==> run_1/m1.png <==
Drawn at 1.5 px/µm. Cells faint in the background.
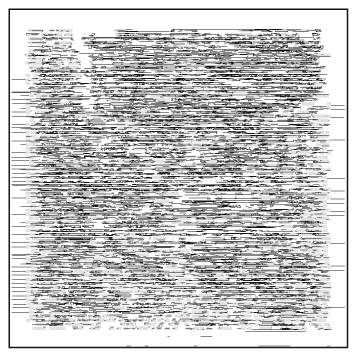
==> run_1/m2.png <==
Drawn at 2 px/µm.
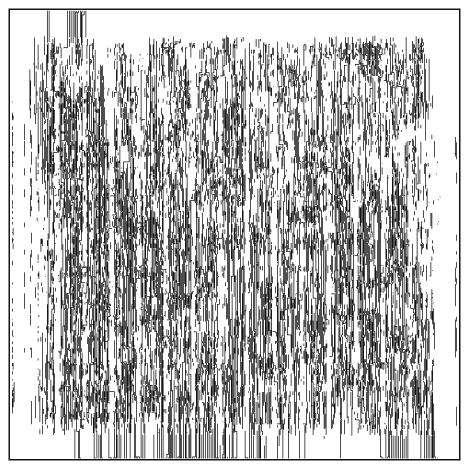
==> run_1/m3.png <==
Drawn at 1 px/µm. Cells faint in the background.
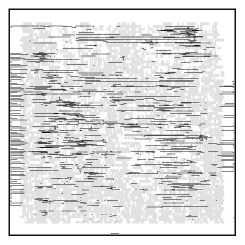
==> run_1/m4.png <==
Drawn at 1 px/µm. Cells faint in the background.
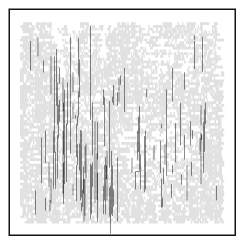
**config.mk**
```make
export PLATFORM = sky130hd
export DESIGN_NAME = led_count_allocator_flat
export DESIGN_NICKNAME = d
export VERILOG_FILES = /design/src/rtl/led_count_allocator_if.sv /design/src/rtl/led_count_allocator.sv /design/src/flat_wrapper.sv
export SDC_FILE = /design/constraint.sdc
export NUM_CORES = 1
export LEC_CHECK = 0
export ABC_AREA = 1
export CAP_MARGIN = 25
export CORE_MARGIN = 10
export CORE_UTILIZATION = 57
export CTS_BUF_LIST = sky130_fd_sc_hd__clkbuf_4 sky130_fd_sc_hd__clkbuf_8 sky130_fd_sc_hd__clkbuf_16
export DETAILED_ROUTE_END_ITERATION = 8
export GPL_TIMING_DRIVEN = 0
export PLACE_DENSITY_LB_ADDON = 0.2
export SLEW_MARGIN = 40
export SYNTH_ARGS = -nofsm -noshare
export SYNTH_HDL_FRONTEND = slang
export SYNTH_SLANG_ARGS = --single-unit
```
**constraint.sdc**
```tcl
create_clock -name clk -period 4.9 [get_ports clk]
set_input_delay 0.735 -clock clk [delete_from_list [all_inputs] [get_ports clk]]
set_output_delay 0.735 -clock clk [all_outputs]
set_load 0.02 [all_outputs]
```
**src/rtl/led_count_allocator_if.sv**
```systemverilog
// rtl/led_count_allocator_if.sv - request/result bundle between a requester and the LED count allocator
interface led_count_allocator_if #(
  parameter int W       = 6,
  parameter int D       = 10,
  parameter int LEDS    = 50,
  parameter int BIN_QTY = 12
);
  localparam int AW = W + D;
  localparam int CW = $clog2(LEDS);

  logic                        start;
  logic [BIN_QTY-1:0][AW-1:0]  noteAmplitudes;
  logic [BIN_QTY-1:0][CW-1:0]  LEDCounts;
  logic                        data_v;
  logic                        busy;

  modport master (output start, noteAmplitudes, input LEDCounts, data_v, busy);
  modport slave  (input start, noteAmplitudes, output LEDCounts, data_v, busy);
endinterface

```
**src/rtl/led_count_allocator.sv**
```systemverilog
// rtl/led_count_allocator.sv - splits LEDS LEDs across note bins in proportion to amplitude
module led_count_allocator #(
  parameter int W       = 6,
  parameter int D       = 10,
  parameter int LEDS    = 50,
  parameter int BIN_QTY = 12
) (
  input  logic                 clk,
  input  logic                 rst,
  led_count_allocator_if.slave bus
);
  localparam int AW = W + D;
  localparam int QB = $clog2(LEDS + 1);
  localparam int CW = $clog2(LEDS);
  localparam int IW = $clog2(BIN_QTY);
  localparam int SW = AW + IW;
  localparam int NW = AW + QB;
  localparam int TW = QB + IW;
  localparam int PW = $clog2(QB + 1);

  typedef enum logic [2:0] {IDLE, SUM, DIV, FIX, DONE} state_t;

  state_t                      state, state_nx;
  logic [BIN_QTY-1:0][AW-1:0]  amp;
  logic [SW-1:0]               sum;
  logic [AW-1:0]               max_val;
  logic [IW-1:0]               max_idx;
  logic [IW-1:0]               idx;
  logic [PW-1:0]               phase;
  logic [SW-1:0]               rem;
  logic [QB-1:0]               low;
  logic [QB-1:0]               quo;
  logic [BIN_QTY-1:0][QB-1:0]  cnt;
  logic [TW-1:0]               total;
  logic [BIN_QTY-1:0][CW-1:0]  led_counts;
  logic                        data_v_q;

  logic [AW-1:0]               amp_cur;
  logic [SW-1:0]               sum_nx;
  logic [NW-1:0]               num;
  logic [SW:0]                 trial;
  logic [SW:0]                 trial_sub;
  logic                        take;
  logic [QB-1:0]               quo_nx;
  logic [TW-1:0]               fix_val;
  logic                        last_bin;
  logic                        last_phase;

  // Quotient never exceeds LEDS < 2**QB, so the top AW bits of the numerator
  // are already below sum and only QB restoring steps are needed.
  always_comb begin
    amp_cur    = amp[idx];
    sum_nx     = sum + SW'(amp_cur);
    num        = NW'(amp_cur) * NW'(LEDS);
    trial      = {rem, low[QB-1]};
    trial_sub  = trial - {1'b0, sum};
    take       = (trial >= {1'b0, sum});
    quo_nx     = {quo[QB-2:0], take};
    fix_val    = TW'(cnt[max_idx]) + TW'(LEDS) - total;
    last_bin   = (idx == IW'(BIN_QTY - 1));
    last_phase = (phase == PW'(QB));
  end

  always_ff @(posedge clk or negedge rst) begin
    if (!rst) state <= IDLE;
    else      state <= state_nx;
  end

  always_comb begin
    state_nx = state;
    case (state)
      IDLE: if (bus.start) state_nx = SUM;
      SUM:  if (last_bin) state_nx = (sum_nx == '0) ? DONE : DIV;
      DIV:  if (last_bin && last_phase) state_nx = FIX;
      FIX:  state_nx = DONE;
      DONE: state_nx = IDLE;
      default: state_nx = IDLE;
    endcase
  end

  always_ff @(posedge clk or negedge rst) begin
    if (!rst) begin
      amp        <= '0;
      sum        <= '0;
      max_val    <= '0;
      max_idx    <= '0;
      idx        <= '0;
      phase      <= '0;
      rem        <= '0;
      low        <= '0;
      quo        <= '0;
      cnt        <= '0;
      total      <= '0;
      led_counts <= '0;
      data_v_q   <= 1'b0;
    end else begin
      data_v_q <= 1'b0;
      case (state)
        IDLE: begin
          if (bus.start) begin
            amp     <= bus.noteAmplitudes;
            sum     <= '0;
            max_val <= '0;
            max_idx <= '0;
            idx     <= '0;
            phase   <= '0;
            cnt     <= '0;
            total   <= '0;
          end
        end
        SUM: begin
          sum <= sum_nx;
          // Strict compare keeps the lowest index on ties
          if (amp_cur > max_val) begin
            max_val <= amp_cur;
            max_idx <= idx;
          end
          if (last_bin) begin
            idx   <= '0;
            phase <= '0;
            if (sum_nx == '0) begin
              led_counts <= '0;
              data_v_q   <= 1'b1;
            end
          end else begin
            idx <= idx + 1'b1;
          end
        end
        DIV: begin
          if (phase == '0) begin
            rem   <= SW'(num[NW-1:QB]);
            low   <= num[QB-1:0];
            quo   <= '0;
            phase <= phase + 1'b1;
          end else begin
            rem <= take ? trial_sub[SW-1:0] : trial[SW-1:0];
            low <= low << 1;
            quo <= quo_nx;
            if (last_phase) begin
              cnt[idx] <= quo_nx;
              total    <= total + TW'(quo_nx);
              phase    <= '0;
              idx      <= last_bin ? '0 : idx + 1'b1;
            end else begin
              phase <= phase + 1'b1;
            end
          end
        end
        FIX: begin
          for (int i = 0; i < BIN_QTY; i++)
            led_counts[i] <= (IW'(i) == max_idx) ? fix_val[CW-1:0] : CW'(cnt[i]);
          data_v_q <= 1'b1;
        end
        default: ;
      endcase
    end
  end

  assign bus.LEDCounts = led_counts;
  assign bus.data_v    = data_v_q;
  assign bus.busy      = (state != IDLE);
endmodule

```
**src/flat_wrapper.sv**
```systemverilog
// flat-port wrapper written by rule: the top's interface ports become plain ports
module led_count_allocator_flat 
#(
  parameter int W       = 6,
  parameter int D       = 10,
  parameter int LEDS    = 50,
  parameter int BIN_QTY = 12
)
  (clk, rst, bus_start, bus_noteAmplitudes, bus_LEDCounts, bus_data_v, bus_busy);
  led_count_allocator_if #(.W(W), .D(D), .LEDS(LEDS), .BIN_QTY(BIN_QTY)) bus_i ();
  input  logic clk;
  input  logic rst;
  input wire logic [$bits(bus_i.start)-1:0] bus_start;
  input wire logic [$bits(bus_i.noteAmplitudes)-1:0] bus_noteAmplitudes;
  output wire logic [$bits(bus_i.LEDCounts)-1:0] bus_LEDCounts;
  output wire logic [$bits(bus_i.data_v)-1:0] bus_data_v;
  output wire logic [$bits(bus_i.busy)-1:0] bus_busy;
  assign bus_i.start = bus_start;
  assign bus_i.noteAmplitudes = bus_noteAmplitudes;
  assign bus_LEDCounts = bus_i.LEDCounts;
  assign bus_data_v = bus_i.data_v;
  assign bus_busy = bus_i.busy;
  led_count_allocator #(.W(W), .D(D), .LEDS(LEDS), .BIN_QTY(BIN_QTY)) u_core (.clk(clk), .rst(rst), .bus(bus_i));
endmodule
```
==> run summary, run 1 <==
Numbers from the implementation run.

The run finished with clean final reports. The placement stage leaves a total instance area of 0.0274 mm². The arrival time of data at the worst endpoint is listed as 5.17 ns.

TritonCTS built the clock tree. Looking at the reg2reg group, the worst path ends at u_core.bus.LEDCounts[3]. Per the synthesis report, the XOR/XNOR share of the synthesized area is 0.0114. The number of placed cells counting well taps is 3899. The number of warnings in the stage logs is 32. The number of storage elements in the synthesis netlist is 423. Data on the critical path is required at its endpoint by 5.36 ns.

The global routing stage identified its most utilized layer as met2. Based on the critical path, the design can be clocked at up to 0.212 GHz. The average cell area after synthesis is 7.71 µm². In the layout the commonest cells are 1054 x sky130_fd_sc_hd__nand2_1, 422 x sky130_fd_sc_hd__dfrtp_1, 270 x sky130_fd_sc_hd__inv_1, 267 x sky130_fd_sc_hd__clkdlybuf4s50_1, 246 x sky130_fd_sc_hd__nor2_1.

The final timing report lists a max-slew violation count of 0. The post-route utilization of the core is recorded as 0.707. The finished layout holds 3978 standard cells, fillers aside.

The DRC violations left is 0. The post-synthesis chip area from yosys is 0.0238 mm². The area of the placeable core is 0.0411 mm². The critical path is of the flip-flop to flip-flop type. The post-detailed-route count of antenna-violating nets is 0. After the first detailed-routing iteration, the DRC count stood at 2324. The cell area after layout is 0.0291 mm². The setup slack on the worst flop-to-flop path is 0.19 ns.

STA shows the worst reg2reg path with a cell count of 17. In this design, the largest share of critical-path delay is due to buffers and inverters. At the floorplan stage, the core utilization is reported as 0.580.

The total met3 wirelength after detailed routing is 7880 µm. The initial antenna violation count was 1.

The register with the most flip-flops in the layout has 192 of them.

The number of hold buffers added after CTS is 0. Of the cells placed in the final design, the portion with a size suffix greater than 1 is 0.0618. The via count of the first global-routing pass is 23400.

The max-cap check violation count is 0. The CTS sink count is 423. For reference, the top cells by area after synthesis are sky130_fd_sc_hd__dfrtp_1 44%, sky130_fd_sc_hd__nand2_1 17%, sky130_fd_sc_hd__ha_1 6.6%, sky130_fd_sc_hd__o21ai_0 4.6%, sky130_fd_sc_hd__inv_1 4.3%. The pin closest to its max-slew limit shows a slew of 0.922 ns. The tightest min-delay check is of the input pin to async pin type.

Fill cells in the final layout number 3282. The HPWL after detailed placement is 64800 µm. In the final report, the number of hold violations comes to 0.

OpenSTA, run right after detailed placement, puts the worst setup slack at -0.717 ns. The overall die size recorded for this design is 0.0504 mm². Routed signal wires occupy layers up through met4. The buffer levels on the longest clock path is 3.

The global route total overflow is 0. The total setup violations reported at the end of the flow is 0. Per the Yosys statistics, synthesis produced 3093 cells. The final-layout worst hold slack is 0.0570 ns. The post-route clock period utilization is 0.961. Per STA, the endpoint of the critical path is u_core.bus.LEDCounts[3]. Among all stages on the critical path, the maximum delay recorded is 0.53 ns. After synthesis the cells add up to 0.0238 mm². The critical path startpoint category is a flip-flop. The register containing the most flip-flops in the final layout is u_core.amp. The launch point of the worst register-to-register path is recorded as u_core.max_idx[1]. The net count after synthesis is 3429. The number of different library cells used by synthesis comes to 47. Per Yosys stat, the portion of area used by sequential elements is 0.444. The largest net degree at the start of global routing is 80. The clock-pin slew reported for the worst setup and hold paths after clock tree synthesis is 0.06 ns. In this run the clock root is driven by a sky130_fd_sc_hd__clkbuf_16.

The floorplan report gives the top-level pin count as 269. The area fraction of the largest cell type after synthesis is 0.444. Counting buffers and inverters, the worst setup path is 17 cells deep. The cell-mix breakdown from Yosys lists the adder-cell area share as 0.0787. Warnings reported by Yosys during synthesis add up to 0.

The share of flip-flops with an asynchronous set or reset after synthesis is 1.00. The number of H-tree levels is 2. The synthesis run shows the most used standard cells to be 1054 x sky130_fd_sc_hd__nand2_1, 423 x sky130_fd_sc_hd__dfrtp_1, 270 x sky130_fd_sc_hd__inv_1, 249 x sky130_fd_sc_hd__nor2_1, 218 x sky130_fd_sc_hd__o21ai_0. The top cell type by total area after synthesis is sky130_fd_sc_hd__dfrtp_1. Among the non-sequential cells, simple AND/OR/NAND/NOR gates take the most area. The final weighted congestion of routability-driven global placement is 0.984. Checking max transition, the worst relative margin is 0.385. The instance count of the mapped netlist is 3093. For the worst-skew pair, the clock arrives at the later sink with an insertion delay of 0.59 ns. In this run the layout overhead on the synthesized area is reported as 22.0%.

The worst path needs 4.71 ns of the cycle, external delays included. The critical path's slowest stage uses the library cell sky130_fd_sc_hd__xnor2_1. The number of CTS-inserted buffers is 45. The die height is 225 µm. The dominant synthesized flop cell is sky130_fd_sc_hd__dfrtp_1. The length of the first detailed-routing pass in iterations is 5.

The chip width is 225 µm. Dividing the detail-routed via count by the number of cells gives 5.88. In this run the core area contains 74 standard-cell rows. Yosys mapped a number of flops with a built-in enable equal to 0. In this run, the synthesized area fraction spent on AND-OR/OR-AND gates is recorded as 0.141. The final setup TNS is 0 ns. The simple logic cell fraction of the synthesized area is 0.254. The combined buffer and inverter count along the critical path is 5. The met2 wirelength from detailed routing is 38700 µm.

The most common cell in the netlist is sky130_fd_sc_hd__nand2_1. STA classifies the critical path endpoint as a flip-flop. The report lists the cells along the critical path as buf_2 -> nor2_1 -> inv_1 -> buf_2 -> o22ai_1 -> o21ai_0 -> o21ai_0 -> a21oi_1 -> ha_1 -> inv_1 -> ha_1 -> fa_1 -> xnor2_1 -> clkbuf_2 -> nand2_1 -> o211ai_1 -> nand2_1. The worst setup margin is 0.193 ns.

The maximum fanout count along the critical path is 10. At the end of the flow, the number of nets in the layout was 3750. The first-pass GRT wire length is 130000 µm. The routed length on met1 is 33000 µm. The portion of synthesized area spent on multiplexers is 0. The count of buffers from port buffering is 268. The average wire per cell in the routed design is 21.0 µm. The global-route usage over all layers is 0.329. The clock skew after layout is 0.0209 ns. In this run the worst setup path begins at u_core.max_idx[1]. The highest-count logic cell in the final layout is sky130_fd_sc_hd__nand2_1.
About m1.png:
nets with wire on the layer: 3494
share of all routed wire: 39%
wire length on this layer: 33.0 mm
main direction: horizontal
longest straight run: 80.5 µm
M1 GR Usage: 0.412
final wirelength: 83700 µm
routed via count: 23400

About m2.png:
main direction: vertical
wire length on this layer: 38.7 mm
share of all routed wire: 46%
longest straight run: 76.8 µm
nets with wire on the layer: 3137
global routing met2 resource utilization: 0.538

About m3.png:
longest straight run: 108 µm
share of all routed wire: 9.4%
wire length on this layer: 7880 µm
nets with wire on the layer: 555
main direction: horizontal
met3 usage: 0.0655

About m4.png:
main direction: vertical
longest straight run: 117 µm
nets with wire on the layer: 94
share of all routed wire: 4.8%
wire length on this layer: 4050 µm

==> run 1: cell type report <==
cell class,instances,area [µm²],area share
plain buffers,149,707,0.0243
clock buffers,69,1380,0.0474
inverters,278,1050,0.0360
multi-input cells,2243,11800,0.405
flip-flops and latches,423,10600,0.364
clock inverters,9,78.8,0.00271
well taps,532,666,0.0229
diodes,1,2.50,0.0000860
repair buffers,274,2850,0.0981
==> run 1: logic make-up (layout without fill, tap and decap cells) <==
group           count (synthesis)  after routing
compound gates                572            572
fa+ha+maj                     141            141
flops                         423            423
buf+inv                       427            779
other cells                     0              1
xor+xnor                       31             31
simple gates                 1499           1499
==> run 1: repair_timing <==
item                       4_1_cts  5_1_grt
buffers inserted                 0        0
setup endpoints to repair       72       72
gates resized                   37       66
pin swaps                        0        2
==> run 2: changes to the inputs <==
- CTS_CLUSTER_DIAMETER: default -> 30
==> run_2/congestion_map.png <==
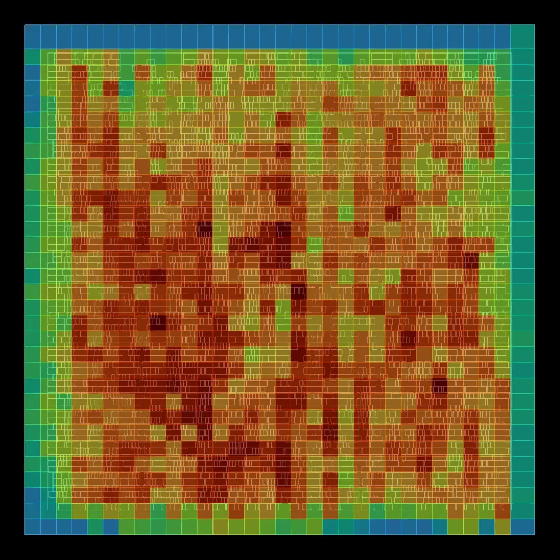
M1 GR Usage: 0.425
peak-usage layer in the global routing report: met2
Layout Utilization: 0.757
average wire per standard cell: 21.5 µm
met3 usage: 0.0763

==> run_2/m2.png <==
Drawn at 2 px/µm.
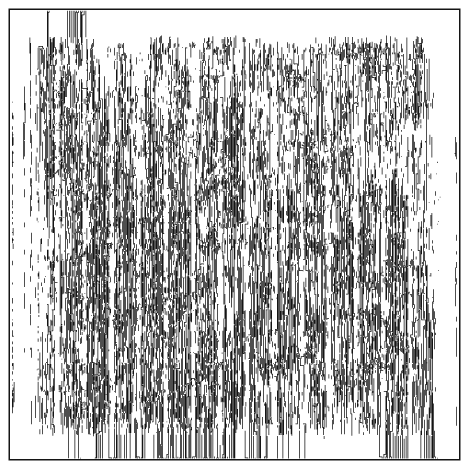
main direction: vertical
longest straight run: 82.8 µm
wire length on this layer: 40.9 mm
share of all routed wire: 47%
final wirelength: 87800 µm
routed via count: 24300
global routing met2 resource utilization: 0.568

==> run 2 against run 1 <==
Cell count is 2.7% higher; die area did not move; setup slack got worse by 0.046 ns; synthesized area is the same; count of clock-buffer cells in the layout is 44 higher; largest cell class unchanged.
==> run summary, run 2 <==
Numbers from the implementation run.

The critical path startpoint category is a flip-flop. The main logic family after synthesis is simple AND/OR/NAND/NOR gates.

The final instance count without filler cells is 4084 (+2.7%). The startpoint of the worst setup timing path is u_core.idx[0]. The logic depth of the worst setup path including buffers is 21 (+4). The maximum achievable frequency is 0.210 GHz (-0.98%). The DRC violations left is 0 (unchanged). The die height was 225 µm (unchanged). The post-detailed-route count of antenna-violating nets came to 0 (unchanged). The number of enable flip-flop cells is 0 (unchanged).

The buffer levels on the longest clock path is 3 (unchanged). The first-pass GRT wire length is 136000 µm (+5.2%). The number of warnings in the stage logs is 33 (+3.1%). The share of final-layout standard cells stronger than drive strength 1 is 0.0909 (+0.0291). The flow ran to the end, and the final reports show no timing, DRC or antenna violations. The register fraction of the total cell area came to 0.340 (-0.0239). The share of synthesized cell area in full adder, half adder and majority cells is 0.0787 (unchanged). The number of antenna diodes came to 0 (-1). The global route total overflow came to 0 (unchanged). The highest-count logic cell in the final layout is sky130_fd_sc_hd__nand2_1. The area of the placeable core is 0.0411 mm² (unchanged). The global-route usage over all layers came to 0.346 (+0.0173). The proportion of cell area occupied by multi-input gates is 0.379 (-0.0255). The count of instances resized after the clock tree is built is 37 (unchanged). The clock skew after layout came to 0.0328 ns (+0.0119 ns). The instance count of the mapped netlist is 3093 (unchanged). The flip-flop count of the largest register, all copies and words added is 192 (unchanged). The number of failing hold endpoints at the final stage is 0 (unchanged).

The total setup violations reported at the end of the flow was 0 (unchanged). The area growth from synthesis to layout is 30.6%. TritonCTS built the clock tree.

The via count of the first global-routing pass is 24500 (+4.8%). The number of H-tree levels is 3 (+1). Sorting the synthesized cells by area gives the leading types as sky130_fd_sc_hd__dfrtp_1 44%, sky130_fd_sc_hd__nand2_1 17%, sky130_fd_sc_hd__ha_1 6.6%, sky130_fd_sc_hd__o21ai_0 4.6%, sky130_fd_sc_hd__inv_1 4.3%.

The worst setup path is captured at a flip-flop. The post-route clock period utilization is 0.970 (+0.00949). The final-layout fill cell count is 2960 (-9.8%). The largest net degree at the start of global routing is 80 (unchanged). The maximum fanout count along the critical path was 10 (unchanged). The reg-to-reg startpoint is u_core.idx[0]. The area enclosed by the die boundary is 0.0504 mm² (unchanged). The cell type taking the most area is combinational gates. The share of cell area taken by muxes after synthesis is 0 (unchanged).

The relative max-transition margin is 0.401 (+0.0160). The number of placement rows is 74 (unchanged). Leaving out fill and tap cells, the most frequent cells in the layout are 1054 x sky130_fd_sc_hd__nand2_1, 422 x sky130_fd_sc_hd__dfrtp_1, 270 x sky130_fd_sc_hd__inv_1, 267 x sky130_fd_sc_hd__clkdlybuf4s50_1, 245 x sky130_fd_sc_hd__nor2_1. Counting flops per register, the top entry is u_core.amp.

The time the final worst path needs with I/O delays and setup came to 4.75 ns (+0.0465 ns). The post-synth design cell area is 0.0238 mm² (unchanged). The class of the worst hold path is input pin to async pin. The transition time of the tightest slew-check pin is 0.898 ns (-0.0241 ns).

The number of tapcells came to 532 (unchanged).

The setup slack on the worst flop-to-flop path is 0.15 ns (-0.05 ns). The number of warning messages in the yosys log is 0 (unchanged). The number of max-slew violations in the final report is 0 (unchanged). Per the timing report, the most critical flop-to-flop path finishes at u_core.rem[14].

The number of CTS-inserted buffers is 97 (+120%). The worst setup path endpoint is u_core.rem[14]. The initial antenna violation count is 0 (-1). The fraction of post-synthesis cell area in the top cell type by area is 0.444 (unchanged). The critical path start-end classification is flip-flop to flip-flop.

The sequential cell area fraction in the yosys report came to 0.444 (unchanged). Walking the worst path, the cells encountered are clkbuf_4 -> inv_4 -> buf_2 -> o21ai_0 -> o22ai_2 -> nand2_1 -> nand3_4 -> ha_1 -> ha_1 -> inv_1 -> fa_1 -> inv_1 -> ha_1 -> a21oi_2 -> o21a_1 -> nand3_1 -> a21boi_2 -> o21ai_0 -> or2_2 -> nand3_1 -> nand3_1. The count of plain and timing-repair buffers is 424 (+0.24%).

The average vias per placed instance is 5.96 (+1.2%). The count of distinct cell types in the synthesized netlist is 47 (unchanged). The yosys stat cell total is 3093 (unchanged). The number of storage elements in the synthesis netlist is 423 (unchanged). The tree is rooted in a sky130_fd_sc_hd__clkbuf_16. The chip width is 225 µm (unchanged).

The xor/xnor cell area share of the yosys netlist is 0.0114 (unchanged). The net count of the finished layout is 3803 (+1.4%). The combinational gate count came to 2243 (unchanged). The area share of buffers outside the clock network is 0.115 (-0.00756). The clock-pin slew reported for the worst setup and hold paths after clock tree synthesis is 0.05 ns (about the same). The clock latency reported for the late side of the worst-skew pair was 0.64 ns (+0.05 ns).

The required time of the critical path is 5.39 ns (+0.03 ns). The placed wire-length estimate after detailed placement is 64800 µm (unchanged). The data arrival at the endpoint of the critical path came to 5.24 ns (+0.07 ns).

The number of placed cells counting well taps is 3899 (unchanged). The CTS sink count is 423 (unchanged). The number of clock buffers in the layout is 113 (+64%). The share of flip-flops with an asynchronous set or reset after synthesis is 1.00 (unchanged). The count of buffers from port buffering came to 268 (unchanged).

The AND-OR/OR-AND share of the synthesized area is 0.141 (unchanged). The flop count is 423 (unchanged). The simple logic cell fraction of the synthesized area is 0.254 (unchanged). The post-synthesis chip area from yosys came to 0.0238 mm² (unchanged). The final weighted congestion of routability-driven global placement was 0.984 (unchanged). The commonest cells after synthesis are 1054 x sky130_fd_sc_hd__nand2_1, 423 x sky130_fd_sc_hd__dfrtp_1, 270 x sky130_fd_sc_hd__inv_1, 249 x sky130_fd_sc_hd__nor2_1, 218 x sky130_fd_sc_hd__o21ai_0. The length of the first detailed-routing pass in iterations is 6 (+1).

The number of I/O pins came to 269 (unchanged). The number of hold buffers added after CTS was 0 (unchanged). The area occupied by multi-input gates is 0.0118 mm² (+0.29%). The number of violations reported at the end of detailed-routing iteration 0 is 2584 (+11%). The timing report attributes the biggest portion of critical-path delay to adder cells. By instance count, the leading cell after synthesis is sky130_fd_sc_hd__nand2_1. The buffer count from post-CTS setup fixing is 0 (unchanged). The depth of the worst register-to-register path is 21 (+4). The net count after synthesis is 3429 (unchanged).

The final setup TNS is 0 ns (unchanged). The largest individual stage delay along the critical path comes from the cell sky130_fd_sc_hd__fa_1. Of all cell types, the one taking the most synthesized area is sky130_fd_sc_hd__dfrtp_1. The clock tree cell share of total cell area is 0.111 (+0.0609).
## run 2: routing by layer
| layer | global-route usage | vias up | wire, µm |
|---|---|---|---|
| met5 | 0 | - | 0 |
| met3 | 0.0763 | 319 | 8240 |
| li1 | - | 10900 | - |
| met2 | 0.568 | 1473 | 40900 |
| met1 | 0.425 | 11600 | 34000 |
| met4 | 0.174 | 0 | 4690 |
## run 2: stage by stage
| stage | hold WS (ns) | area, µm² | worst slack (ns) |
|---|---|---|---|
| after detailed placement | 0.461 | 27400 | -0.717 |
| after global routing | 0.0398 | 31100 | -0.0326 |
| final | 0.0184 | 31100 | 0.146 |
| after global placement | 0.457 | 27200 | -14.97 |
| after floorplan | 0.439 | 23800 | 0.623 |
| after CTS | 0.0254 | 30900 | 0.0363 |
